Design led_step_ctrl_flat, sky130hd; sources not shown.
==> run_1/layers.png <==
Two of the layers only.
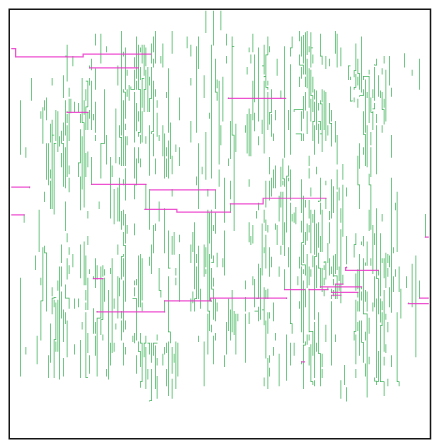
Key: green = M2 [wire length 4340 um]; magenta = M3 [wire length 247 um]
Routed WL per cell: 13.6 um
Vias: 3536
total track usage: 18.6%

==> run_1/ff_map.png <==
The bar under the picture is 20 um long.
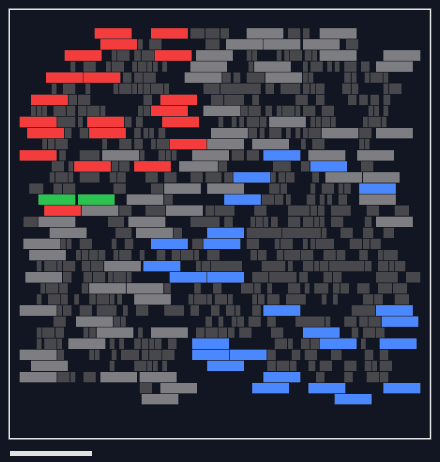
Key: blue = `u_core.div_cnt_q` [placed flops 26]; green = `u_core.u_db_pause.sync_q` [placed flops 2]; red = `u_core.u_db_pause.cnt_q` [placed flops 20, where north-west]
Another 57 sequential cells are not colored.
sequential cell area share: 46.2%
power in sequential cells: 801 uW

==> run_1/m1.png <==
The bar under the picture is 20 um long. Supply wires on this layer in gray.
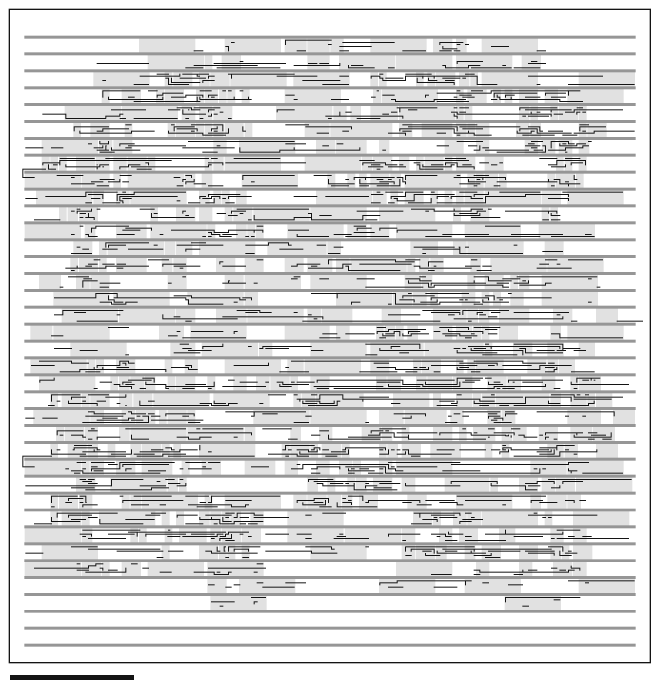
The longest straight run is 27.6 um. The wires run mostly horizontal. The layer holds 48% of the routed length. The layer carries 4400 um of wire.
Total Wirelength: 9090 um
GR met1 Demand/Resource: 25.3%

==> run_1/congestion_map.png <==
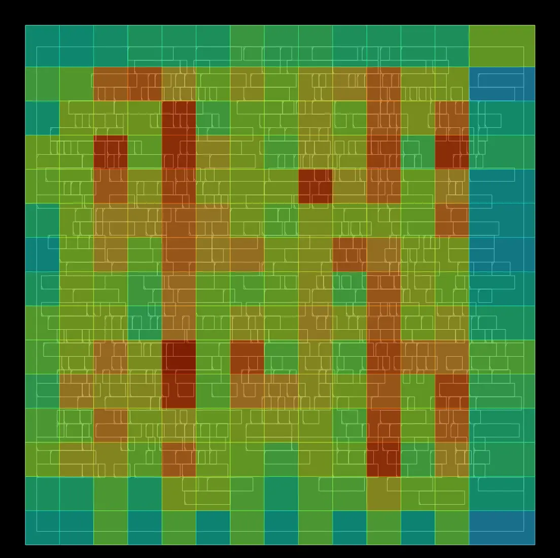
Most Crowded Layer GR: met2
met3 usage: 5.08%
Finished Core Util: 59.0%
met2 Use GR: 29.4%

==> qor.yml, run 1 <==
yosys:
  ys_types: 58
  ys_warn_count: 0
  top_cells_by_count: "dfrtp_1 (104), nor2_1 (87), xor2_1 (56)"
  synthTopLogicFamily: "simple AND/OR/NAND/NOR gates"
  yosysTopAreaCell: "dfrtp_1"
  aoi_share_pct: 3.47
  synth.area.top_cells: "dfrtp_1 (50%), xor2_1 (9.4%), nor2_1 (6.3%)"
  top_cell: "dfrtp_1"
  syn_inst: 510
  yosysCellCount: 510
  syn_avg_cell_area_sq_um: 10.2
  async_flop_share_pct: 100
timing:
  worst-slew-pin-transition_ns: 0.764
  hold_violations: 0
  setup_violations: 0
  rsz0062_at_grt: "no"
  fin_skew_ns: 0.00929
  relSlewSlack_pct: 48.7
grt:
  grt_pass1_wl_um: 16100
  grt_max_degree: 61
  gr-total-overflow: 0
pwr:
  power_density_mw_per_mm2: 230
  top_power_group: "registers"
  power_clock_uw: 468
  power_uw: 1310
  p_comb_uw: 40.3
  switching_power_uw: 316
  comb_power_share_pct: 3.1
  internal_power_uw: 993
clock_network:
  path_clk_slew_ns: 0.10
  cts_buffer_depth: 2
  post_cts_buffers: 0
  htreeDepth: 3
  clock_latency_ns: 0.37
  cts_resized: 0
worst_hold_path:
  hp-class: "reg -> reg"
final_layout:
  final_cell_area_sq_mm: 0.00569
  largest_reg_flops: 26
  n_clock_buffer: 10
  inv_count: 6
  syn2layout_area_growth_pct: 8.91
  regArea_sq_mm: 0.00263
  drive_gt1_share_pct: 13.6
  buf_share_pct: 3.72
  design.seq.count: 105
  sh_comb_area_pct: 43.4
critical_path:
  cp_data_required_time_ns: 4.32
  crit_chain: "clkdlybuf4s50_1"
  path_class: "reg -> out"
  timing.reg2reg.setup_slack_ns: 2.88
floorplanning:
  ioPinCount: 9
  die_w_um: 103
  taps: 133
placement:
  gp_congestion: 0.816
  post-dp-hpwl_um: 6270
  place_area_sq_mm: 0.00550
status:
  run_status: "finished clean"
--- run 2 (diff from run 1) ---
==> constraint.sdc (replaced) <==
create_clock -name clk -period 2.7 [get_ports clk]
set_input_delay 0.54 -clock clk [delete_from_list [all_inputs] [get_ports clk]]
set_output_delay 0.54 -clock clk [all_outputs]
set_load 0.02 [all_outputs]
==> qor.yml, run 2 <==
pwr:
  ir_drop_mv: 0.483  # was 0.169 mV
  internal_power_uw: 1980  # was 993 uW
  p_comb_uw: 88.2  # was 40.3 uW
  power_uw: 2590  # was 1310 uW
  comb_power_share_pct: 3.4  # was 3.1%
  switching_power_uw: 613  # was 316 uW
  p_seq_share_pct: 61.8  # was 61.2%
  p_seq_uw: 1600  # was 801 uW
  power_clock_uw: 904  # was 468 uW
  power_density_mw_per_mm2: 454  # was 230 mW/mm^2
  top_power_group: "registers"  # unchanged
clock_network:
  clock_latency_ns: 0.37  # about the same
  htreeDepth: 3  # unchanged
  cts_hold_buf: 0  # unchanged
  cts_buffer_depth: 2  # unchanged
  cts_resized: 0  # unchanged
yosys:
  aoi_share_pct: 3.47  # unchanged
  async_flop_share_pct: 100  # unchanged
  ys_types: 58  # unchanged
  flop_cell: "dfrtp_1"  # unchanged
  top_cell: "dfrtp_1"  # unchanged
  top_cells_by_count: "dfrtp_1 (104), nor2_1 (87), xor2_1 (56)"  # unchanged
  yosysCellCount: 510  # unchanged
  syn_avg_cell_area_sq_um: 10.2  # unchanged
  synthTopLogicFamily: "simple AND/OR/NAND/NOR gates"  # unchanged
  ys_seq_share_pct: 50.3  # unchanged
  syn_inst: 510  # unchanged
  ys_warn_count: 0  # unchanged
  fp_nets: 520  # unchanged
  yosys.area_share.xor_xnor_pct: 13.9  # unchanged
  yosysTopAreaCell: "dfrtp_1"  # unchanged
timing:
  rsz0062_at_grt: "no"  # unchanged
  fin_skew_ns: 0.00693  # was 0.00929 ns
  setup_violations: 0  # unchanged
  hold_violations: 0  # unchanged
  worst-slew-pin-transition_ns: 0.742  # was 0.764 ns
grt:
  grt_max_degree: 41  # was 61
  grt.met2_usage_pct: 28.8  # was 29.4%
  busiest_layer: "met2"  # unchanged
  grt_pass1_wl_um: 16200  # was 16100 um
final_layout:
  regArea_sq_mm: 0.00263  # unchanged
  sh_comb_area_pct: 43.1  # was 43.4%
  drive_gt1_share_pct: 13.6  # about the same
  design.seq.count: 105  # unchanged
  seq_area_share_pct: 46.0  # was 46.2%
  largest_reg_flops: 26  # unchanged
  n_clock_buffer: 10  # unchanged
  clockNetworkAreaShare_pct: 3.15  # was 3.32%
  inv_count: 6  # unchanged
  buf_share_pct: 4.40  # was 3.72%
  final_cell_area_sq_mm: 0.00572  # was 0.00569 sq mm
  fin_cells: 670  # was 668
placement:
  place_area_sq_mm: 0.00554  # was 0.00550 sq mm
  gp_congestion: 0.773  # was 0.816
  post-dp-hpwl_um: 6380  # was 6270 um
critical_path:
  cp_data_required_time_ns: 2.97  # was 4.32 ns
  path_max_fanout: 10  # was 9
  path_class: "reg -> reg"  # was reg -> out
  crit_chain: "and2_2 -> inv_2 -> ha_1 -> xnor2_1 -> nor2_1 -> nand4_1 -> nor4b_4 -> a21o_4 -> buf_12 -> nor2_2"  # was clkdlybuf4s50_1
floorplanning:
  dieArea_sq_mm: 0.0108  # unchanged
  ioPinCount: 9  # unchanged
  taps: 133  # unchanged
worst_hold_path:
  hp-class: "reg -> reg"  # unchanged
job:
  cap_violations: 0  # unchanged
status:
  run_status: "finished clean"  # unchanged
==> run_2/congestion_map.png <==
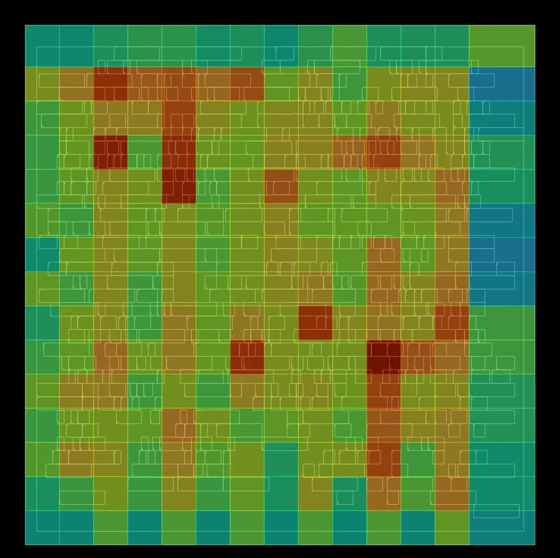
total track usage: 18.7%
Finished Core Util: 59.3%
GR met1 Demand/Resource: 25.4%

==> run_2/m1.png <==
The bar under the picture is 20 um long. Supply wires on this layer in gray.
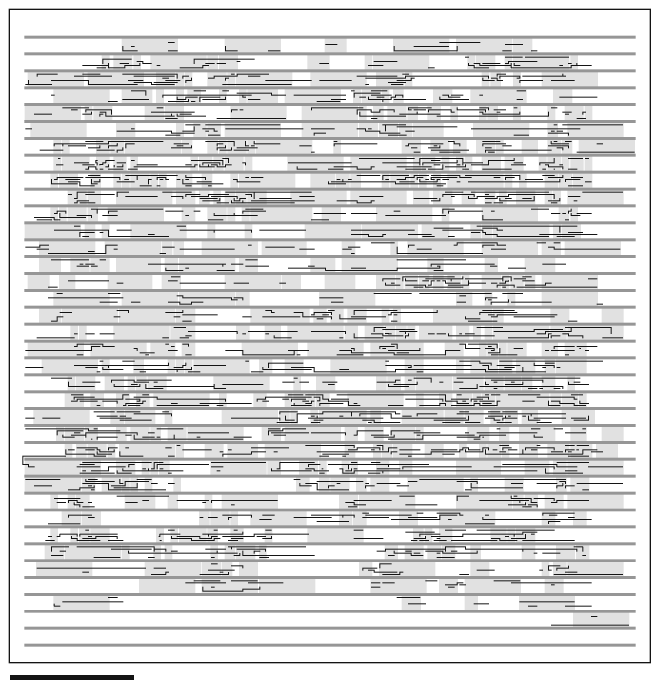
The longest straight run is 29.4 um. The layer carries 4280 um of wire. 503 nets have wire on it.
Vias: 3559
Total Wirelength: 9020 um

==> run_2/layers.png <==
Two of the layers only.
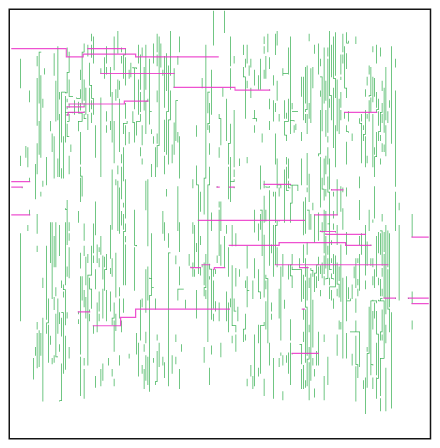
Key: green = M2 [wire length 4270 um]; magenta = M3 [wire length 344 um]
Routed WL per cell: 13.5 um

Power is estimated from default activity; no workload was simulated.
